## config.mk

```make
export PLATFORM = sky130hd
export DESIGN_NAME = alu_mul_seq
export DESIGN_NICKNAME = d
export VERILOG_FILES = /design/src/rtl/alu_mul_seq_pkg.sv /design/src/rtl/alu_mul_seq.sv
export SDC_FILE = /design/constraint.sdc
export NUM_CORES = 1
export LEC_CHECK = 0
export CORE_MARGIN = 2
export CORE_UTILIZATION = 30
export CTS_CLUSTER_DIAMETER = 200
export DETAILED_ROUTE_END_ITERATION = 10
export GPL_ROUTABILITY_DRIVEN = 0
export GPL_TIMING_DRIVEN = 0
export MAX_ROUTING_LAYER = met4
export SYNTH_ARGS = -nofsm -noshare
export SYNTH_HDL_FRONTEND = slang
export SYNTH_SLANG_ARGS = --single-unit
```

## constraint.sdc

```tcl
create_clock -name clk -period 1.6 [get_ports clk]
set_input_delay 0.32 -clock clk [delete_from_list [all_inputs] [get_ports clk]]
set_output_delay 0.32 -clock clk [all_outputs]
set_load 0.02 [all_outputs]
```

## src/rtl/alu_mul_seq_pkg.sv

```systemverilog
// Shared ALU control codes and multiply sequencer state encoding.
// Also used by the main control unit when it drives alu32 itself.
package alu_mul_seq_pkg;

  localparam logic [2:0] GIN_ADD  = 3'b010;
  localparam logic [2:0] GIN_SLL  = 3'b100;
  localparam logic [2:0] GIN_IDLE = 3'b000;

  typedef enum logic [1:0] {
    S_IDLE  = 2'b00,
    S_ADD   = 2'b01,
    S_SHIFT = 2'b10,
    S_DONE  = 2'b11
  } mul_state_e;

  // Entry state for a newly accepted multiplier value.
  function automatic mul_state_e entry_state(
    input logic [31:0] b
  );
    mul_state_e s;
    s = S_SHIFT;
    if (b == 32'd0) s = S_DONE;
    else if (b[0]) s = S_ADD;
    return s;
  endfunction

endpackage

```

## src/rtl/alu_mul_seq.sv

```systemverilog
// Shift-add multiply sequencer driving the shared alu32.
// Produces the low 32 bits of op_a*op_b; busy gates the ALU mux.
module alu_mul_seq
  import alu_mul_seq_pkg::*;
(
  input  logic        clk,
  input  logic        reset,
  input  logic        start,
  input  logic [31:0] op_a,
  input  logic [31:0] op_b,
  output logic        busy,
  output logic        done,
  output logic [31:0] result,
  output logic [31:0] alu_a,
  output logic [31:0] alu_b,
  output logic [2:0]  alu_gin,
  input  logic [31:0] alu_sum
);

  mul_state_e  r_state;
  logic [31:0] r_acc;
  logic [31:0] r_mcand;
  logic [31:0] r_mplier;
  logic        r_done;
  logic [31:0] r_result;

  logic [31:0] w_alu_a;
  logic [31:0] w_alu_b;
  logic [2:0]  w_gin;

  // ALU steering is a pure decode of registered state.
  always_comb begin
    w_alu_a = 32'd0;
    w_alu_b = 32'd0;
    w_gin   = GIN_IDLE;
    unique case (r_state)
      S_ADD: begin
        w_alu_a = r_acc;
        w_alu_b = r_mcand;
        w_gin   = GIN_ADD;
      end
      S_SHIFT: begin
        w_alu_a = r_mcand;
        w_alu_b = 32'd1;
        w_gin   = GIN_SLL;
      end
      default: begin
        w_alu_a = 32'd0;
        w_alu_b = 32'd0;
        w_gin   = GIN_IDLE;
      end
    endcase
  end

  always_ff @(posedge clk) begin
    if (reset) begin
      r_state  <= S_IDLE;
      r_acc    <= 32'd0;
      r_mcand  <= 32'd0;
      r_mplier <= 32'd0;
      r_done   <= 1'b0;
      r_result <= 32'd0;
    end else begin
      r_done <= 1'b0;
      unique case (r_state)
        S_IDLE: begin
          if (start) begin
            r_acc    <= 32'd0;
            r_mcand  <= op_a;
            r_mplier <= op_b;
            r_state  <= entry_state(op_b);
          end
        end
        S_ADD: begin
          r_acc <= alu_sum;
          if (r_mplier == 32'd1) r_state <= S_DONE;
          else r_state <= S_SHIFT;
        end
        S_SHIFT: begin
          r_mcand  <= alu_sum;
          r_mplier <= r_mplier >> 1;
          // Bit 1 is the next multiplier LSB after this shift.
          if (r_mplier[1]) r_state <= S_ADD;
          else r_state <= S_SHIFT;
        end
        S_DONE: begin
          r_result <= r_acc;
          r_done   <= 1'b1;
          r_state  <= S_IDLE;
        end
        default: r_state <= S_IDLE;
      endcase
    end
  end

  assign busy    = (r_state != S_IDLE);
  assign done    = r_done;
  assign result  = r_result;
  assign alu_a   = w_alu_a;
  assign alu_b   = w_alu_b;
  assign alu_gin = w_gin;

endmodule

```

Figure 1. The metal 2 layer (run 1).
Drawn at 2 px/um.
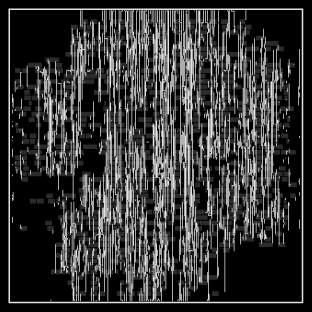
wire length on this layer: 11400 um
nets with wire on the layer: 874

Figure 2. The metal 3 layer (run 1).
Drawn at 2 px/um.
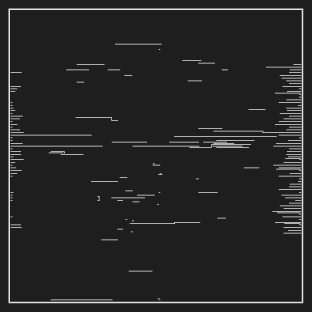
wire length on this layer: 1260 um
longest straight run: 51.1 um
main direction: horizontal
nets with wire on the layer: 132

Figure 3. Congestion heat map (run 1).
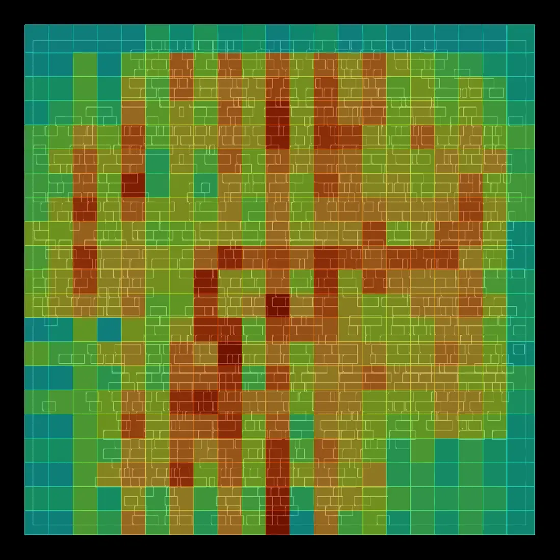
GRT Total Usage: 22.4%
Global Route met3 Usage: 4.67%
met1 usage: 29.2%
fin util: 52.7%

==> CHANGELOG.md, run 1 <==
### Changed

* Status: complete, but fails checks
* Violated checks: setup timing
* Dpl hpwl at 16.2 mm
* Fin cells at 1175
* Unique cell types at 30
* Power Dens Cells at 2020 nW/um2
* Fp_density at 30.8%
* # fillers at 1821
* CP max FO at 7
* Sinks on the clock net at 131
* Setup slack at placement at -0.972 ns
* Worst r2r src: r_state[1]
* Ys cells at 656
* Worst path required time at 1.28 ns
* Final setup margin at -0.486 ns
* Comb gate area at 3790 um2
* Setup Viol. Count Final at 123
* Yosys reg bits at 131
* Tool warning count at 32
* Remaining Overflow, GRT at 0
* Clock Skew at 0.0114 ns
* DP Cell Count at 1118
* Critical Path Sink Type: output pin
* CP Launch Type: flop
* Tmin final at 2.09 ns
* Top-Level Pins at 200
[run 1: layout make-up]
type                    count  area share [%]
diodes                      1          0.0242
plain buffers              59            7.05
clock buffers              22            4.69
clock inverters             9            1.24
inverters                   3           0.206
multi-input cells         459            36.7
flip-flops and latches    131            25.5
well taps                 265            3.21
repair buffers            226            21.5
[run 1: registers in the layout, indices dropped and copies added, names as in the netlist]
signal	flops
done	1
r_acc	32
r_mcand	32
r_mplier	32
r_state	2
result	32
[run 1: layer usage]
layer  global-route usage [%]  routed length (um)  vias up
li1                         -                   -     2839
met1                     29.2               11000     2938
met2                     35.4               11400      188
met3                     4.67                1260       30
met4                     6.18                 449        0
met5                        -                   0        -
[run 1: logic make-up (layout without fill, tap and decap cells)]
| group | after synthesis | count (layout) | share of synthesized area [%] |
|---|---|---|---|
| other | 1 | 2 | 0.0621 |
| multiplexers | 96 | 96 | 15.9 |
| adder cells (fa/ha/maj) | 5 | 5 | 1.04 |
| buffers and inverters | 66 | 319 | 4.93 |
| AND-OR/OR-AND | 135 | 135 | 16.7 |
| AND/OR/NAND/NOR | 222 | 222 | 17.9 |
| flip-flops | 131 | 131 | 43.4 |
[run 1: layout by cell type, fill, tap and decap left out, types with 12 or more instances in the layout]
master / Yosys / layout
clkdlybuf4s50_1: 0 / 96
buf_12: 0 / 12
a22oi_1: 64 / 31
a211oi_1: 63 / 15
nor4_1: 13 / 12
buf_6: 1 / 49
and2_1: 32 / 26
dfxtp_1: 131 / 129
dlygate4sd2_1: 0 / 33
buf_4: 2 / 36
mux2i_1: 96 / 91
a22oi_2: 0 / 33
clkbuf_1: 31 / 14
clkbuf_16: 0 / 28
a211oi_2: 0 / 48
nor2_1: 128 / 120
nor2b_2: 0 / 33
buf_2: 28 / 21
[run 1: how the worst max path moves through the flow]
stage,from,endpoint,cells after the start
after global placement,r_state[0],alu_a[26],5
after detailed placement,r_state[0],alu_a[26],5
final,r_state[1],alu_a[0],7
after floorplan,r_state[0],r_mplier[10],8
after CTS,r_state[1],alu_a[15],7
after global routing,r_state[1],alu_a[5],7
[run 1: power by group]
group	leakage (uW)	switching, uW	internal (uW)
sequential	0.00107	995	4300
clock	0.000294	1490	2600
combinational	0.00256	5800	5730
[run 1: through the flow]
step | TNS, ns | power [uW]
final | -30.93 | 20900
after floorplan | 0 | 10100
after global placement | -106.90 | 12800
after detailed placement | -111.82 | 12900
after global routing | -35.32 | 21900
after CTS | -27.44 | 19000
[run 1: critical path, stage by stage (launching register included)]
cell,delay [ns]
dfxtp_4,0.37
buf_4,0.11
ha_4,0.16
buf_12,0.15
clkbuf_16,0.16
a22oi_2,0.05
nor2b_2,0.19
buf_6,0.14
[run 1: repair_timing]
action                                  CTS  global route
hold buffers                              0             0
setup buffers                            14             5
endpoints found under the setup margin  227           172
pin swaps                                39            16
cloned                                    6             4
resized                                 506           142
## Run 2: what changed since run 1
CAP_MARGIN = 25   (was unset)
CTS_CLUSTER_DIAMETER = 120   (was 200)
Figure 4. Drive-strength map (run 2).
Drawn at 3 px/um.
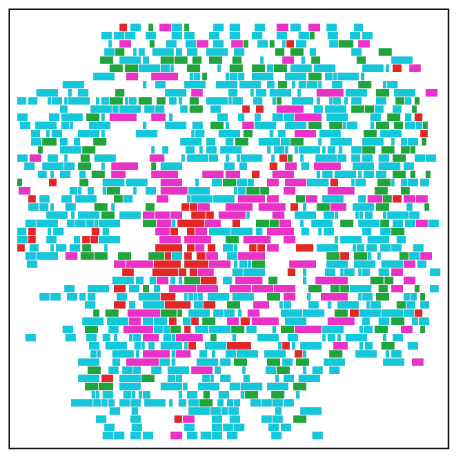
[magenta] drive 6 and up | cells: 109 | most used: buf_6
[red] drive 3 to 4 | cells: 64 | most used: buf_4
[green] drive 2 | cells: 151 | most used: a211oi_2
[cyan] drive 1 or less | cells: 585 | most used: dfxtp_1

==> run 2 against run 1 <==
Net effect: the run still ends with setup timing left; sequential share of layout area unchanged; first-iteration DRC count did not move; power unchanged; sequential power about the same; highest routed layer unchanged.
==> CHANGELOG.md, run 2 <==
### Changed

* Worst path depth at 7
* Worst path required time at 1.28 ns
* Final Power at 20900 uW
* Unique cell types at 30
* Yosys reg bits at 131
* Power Dens Cells at 2020 nW/um2
* Clk pwr share at 19.5%
* Slowest cell on crit path: dfxtp_4
* Sw Ratio at 39.6%
* Root Driver: clkbuf_16
* Setup slack at placement at -0.972 ns
* Setup Viol. Count Final at 123
* CP startpoint: r_state[1]
* Crit path to: alu_a[0]
* CP bufs+invs at 4
* Violated checks: setup timing
* Worst path cell trace: buf_4, ha_4, buf_12, clkbuf_16, a22oi_2, nor2b_2, buf_6
* Switching power total at 8280 uW
* # fillers at 1821
* Sinks on the clock net at 131
* Ys cells at 656
* Status: complete, but fails checks
* Grt peak-use layer: met2
* Worst r2r src: r_state[1]
* Sequential power share at 25.3%
* Final setup margin at -0.486 ns
* Gate power share at 55.1%
* Cell-internal power at 12600 uW
* Commonest Layout Cell: dfxtp_1
* CP max FO at 7
* Top-Level Pins at 200
* Fp_density at 30.8%
* Top Layout Cells: 129 x dfxtp_1, 120 x nor2_1, 96 x clkdlybuf4s50_1
* CTS tree: yes
* Cts hold-fix bufs at 0
* Global Route met3 Usage at 4.67%
* Remaining Overflow, GRT at 0
* Critical Path Sink Type: output pin
* M2 GR Usage at 35.4%
* Tool warning count at 32
* Tmin final at 2.09 ns
* Comb gate area at 3790 um2
* Critical path's largest stage delay at 0.37 ns
## run 2: metrics by stage
step	utilization, %	setup TNS (ns)
after floorplan	-	0
after global placement	43.3	-106.90
after detailed placement	43.3	-111.82
after CTS	49.5	-27.44
after global routing	52.7	-35.32
final	52.7	-30.93
## run 2: worst min-delay path by stage
| stage | from | endpoint | slack, ns | cells after the start |
|---|---|---|---|---|
| floorplan | r_mplier[31] | r_mplier[31] | 0.44 | 2 |
| global placement | result[18] | result[18] | 0.47 | 2 |
| detailed placement | result[15] | result[15] | 0.48 | 2 |
| CTS | reset | r_state[0] | 0.34 | 3 |
| global route | reset | r_mplier[4] | 0.38 | 3 |
| finish | start | r_mplier[31] | 0.36 | 3 |
## run 2: cells by family after synthesis
logic type | synth area share, %
buffers and inverters | 4.93
multiplexers | 15.9
AND-OR/OR-AND | 16.7
AND/OR/NAND/NOR | 17.9
adder cells (fa/ha/maj) | 1.04
other | 0.0621
flip-flops | 43.4
## run 2: worst reg2reg max path, delay by kind of cell (launching register included)
| family | cells | cell delay, ns |
|---|---|---|
| DFF | 1 | 0.36 |
| buffers and inverters | 2 | 0.21 |
| adders and majority gates | 1 | 0.17 |
| and+or+nand+nor | 4 | 0.64 |
| AOI/OAI and AO/OA | 1 | 0.27 |
## run 2: power groups by stage
stage | clock network [uW] | registers, uW | logic, uW
after global routing | 4280 | 5420 | 12200
after floorplan | 0 | 4920 | 5140
after CTS | 4120 | 5200 | 9680
after global placement | 0 | 5140 | 7690
after detailed placement | 0 | 5150 | 7780
final | 4090 | 5300 | 11500
## run 2: what timing repair did
action | 4_1_cts | 5_1_grt
buffers inserted | 14 | 5
hold endpoints to repair | 0 | 0
gates resized | 506 | 142
setup endpoints to repair | 227 | 172
pin swaps | 39 | 16
cloned | 6 | 4
## run 2: layout make-up
type | instances | share of cell area (%)
multi-input combinational | 459 | 36.7
sequential | 131 | 25.5
timing repair buffer | 226 | 21.5
buffer | 59 | 7.05
clock buffer | 22 | 4.69
tap | 265 | 3.21
clock inverter | 9 | 1.24
inverter | 3 | 0.206
antenna | 1 | 0.0242
## run 2: routing by layer
layer | vias to the layer above | wire length, um
met4 | 0 | 449
li1 | 2839 | -
met5 | - | 0
met1 | 2938 | 11000
met2 | 188 | 11400
met3 | 30 | 1260
## Run 3: what changed since run 2
HOLD_SLACK_MARGIN = 0.03   (was unset)
Figure 5. The metal 2 layer (run 3).
Drawn at 2 px/um.
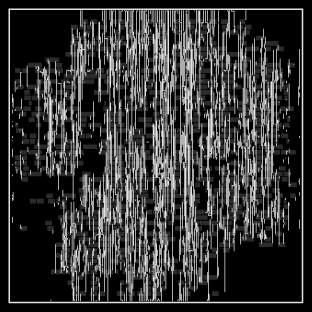
main direction: vertical
share of all routed wire: 47%
longest straight run: 76.8 um
nets with wire on the layer: 874

==> run 3 against run 2 <==
Net effect: power stayed put; setup slack stayed put; the run still ends with setup timing left; critical path depth unchanged; design area stayed put; clock-buffer cell count stayed put; sequential power hardly changed; critical path type unchanged; flip-flop count did not move; largest power group unchanged; sequential share of layout area is the same; maximum frequency unchanged; cell count unchanged; clock skew is the same; first-iteration DRC count unchanged.
==> CHANGELOG.md, run 3 <==
### Changed

* Top Layout Cells: 129 x dfxtp_1, 120 x nor2_1, 96 x clkdlybuf4s50_1
* CP Launch Type: flop
* Violated checks: setup timing
* CP startpoint: r_state[1]
* Final setup margin at -0.486 ns
* Dpl hpwl at 16.2 mm
* Setup TNS Final at -30.93 ns
* Clock Skew at 0.0114 ns
* Worst path required time at 1.28 ns
* CP bufs+invs at 4
* Setup Viol. Count Final at 123
* Power Dens Cells at 2020 nW/um2
* Ys cells at 656
* Fin util at 52.7%
* Worst path cell trace: buf_4, ha_4, buf_12, clkbuf_16, a22oi_2, nor2b_2, buf_6
* GRT Total Usage at 22.4%
* Commonest Layout Cell: dfxtp_1
* Status: complete, but fails checks
* Tool warning count at 32
* CP max FO at 7
* Tmin final at 2.09 ns
* Critical Path Sink Type: output pin
* CTS tree: yes
[run 3: cell counts after synthesis]
Identical to the previous run, type by type.
[run 3: power breakdown]
part           switching [uW]  total [uW]  internal [uW]
combinational            5800       11500           5730
clock                    1490        4090           2600
sequential                995        5300           4300
[run 3: cell type report]
| type | instances | share of cell area [%] |
|---|---|---|
| diodes | 1 | 0.0242 |
| flip-flops and latches | 131 | 25.5 |
| plain buffers | 59 | 7.05 |
| clock buffers | 22 | 4.69 |
| well taps | 265 | 3.21 |
| clock inverters | 9 | 1.24 |
| multi-input cells | 459 | 36.7 |
| inverters | 3 | 0.206 |
| repair buffers | 226 | 21.5 |
[run 3: tightest hold or removal path: cells and delay by family]
family	cells	cell delay [ns]
buf+inv	1	0.22
simple gates	1	0.13
compound gates	1	0.06
[run 3: final timing paths]
check,end,cells past startpoint
worst min register to register,result[17],2
worst max register to register,r_state[0],8
worst min-delay path,r_mplier[31],3
worst max-delay path,alu_a[0],7
[run 3: what timing repair did]
item / in CTS / in global routing
resized: 506 / 142
pin swaps: 39 / 16
endpoints found under the hold margin: 0 / 0
gates cloned: 6 / 4
endpoints found under the setup margin: 227 / 172
setup buffers: 14 / 5
[run 3: through the flow]
| stage | hold WS (ns) | instances | power (uW) | instance area, um2 |
|---|---|---|---|---|
| finish | 0.357 | 1175 | 20900 | 10300 |
| CTS | 0.339 | 1165 | 19000 | 9690 |
| global route | 0.382 | 1175 | 21900 | 10300 |
| global placement | 0.473 | 1118 | 12800 | 8480 |
| detailed placement | 0.482 | 1118 | 12900 | 8480 |
| floorplan | 0.440 | 656 | 10100 | 6180 |
[run 3: cells by family after synthesis]
family,Yosys count,share of synthesized area (%)
AND/OR/NAND/NOR,222,17.9
multiplexers,96,15.9
other,1,0.0621
flip-flops,131,43.4
AND-OR/OR-AND,135,16.7
buffers and inverters,66,4.93
adder cells (fa/ha/maj),5,1.04
[run 3: per-layer routing]
layer / wire [um] / GRT usage, %
met5: 0 / -
met4: 449 / 6.18
met3: 1260 / 4.67
met2: 11400 / 35.4
met1: 11000 / 29.2
Power is estimated from default activity; no workload was simulated.
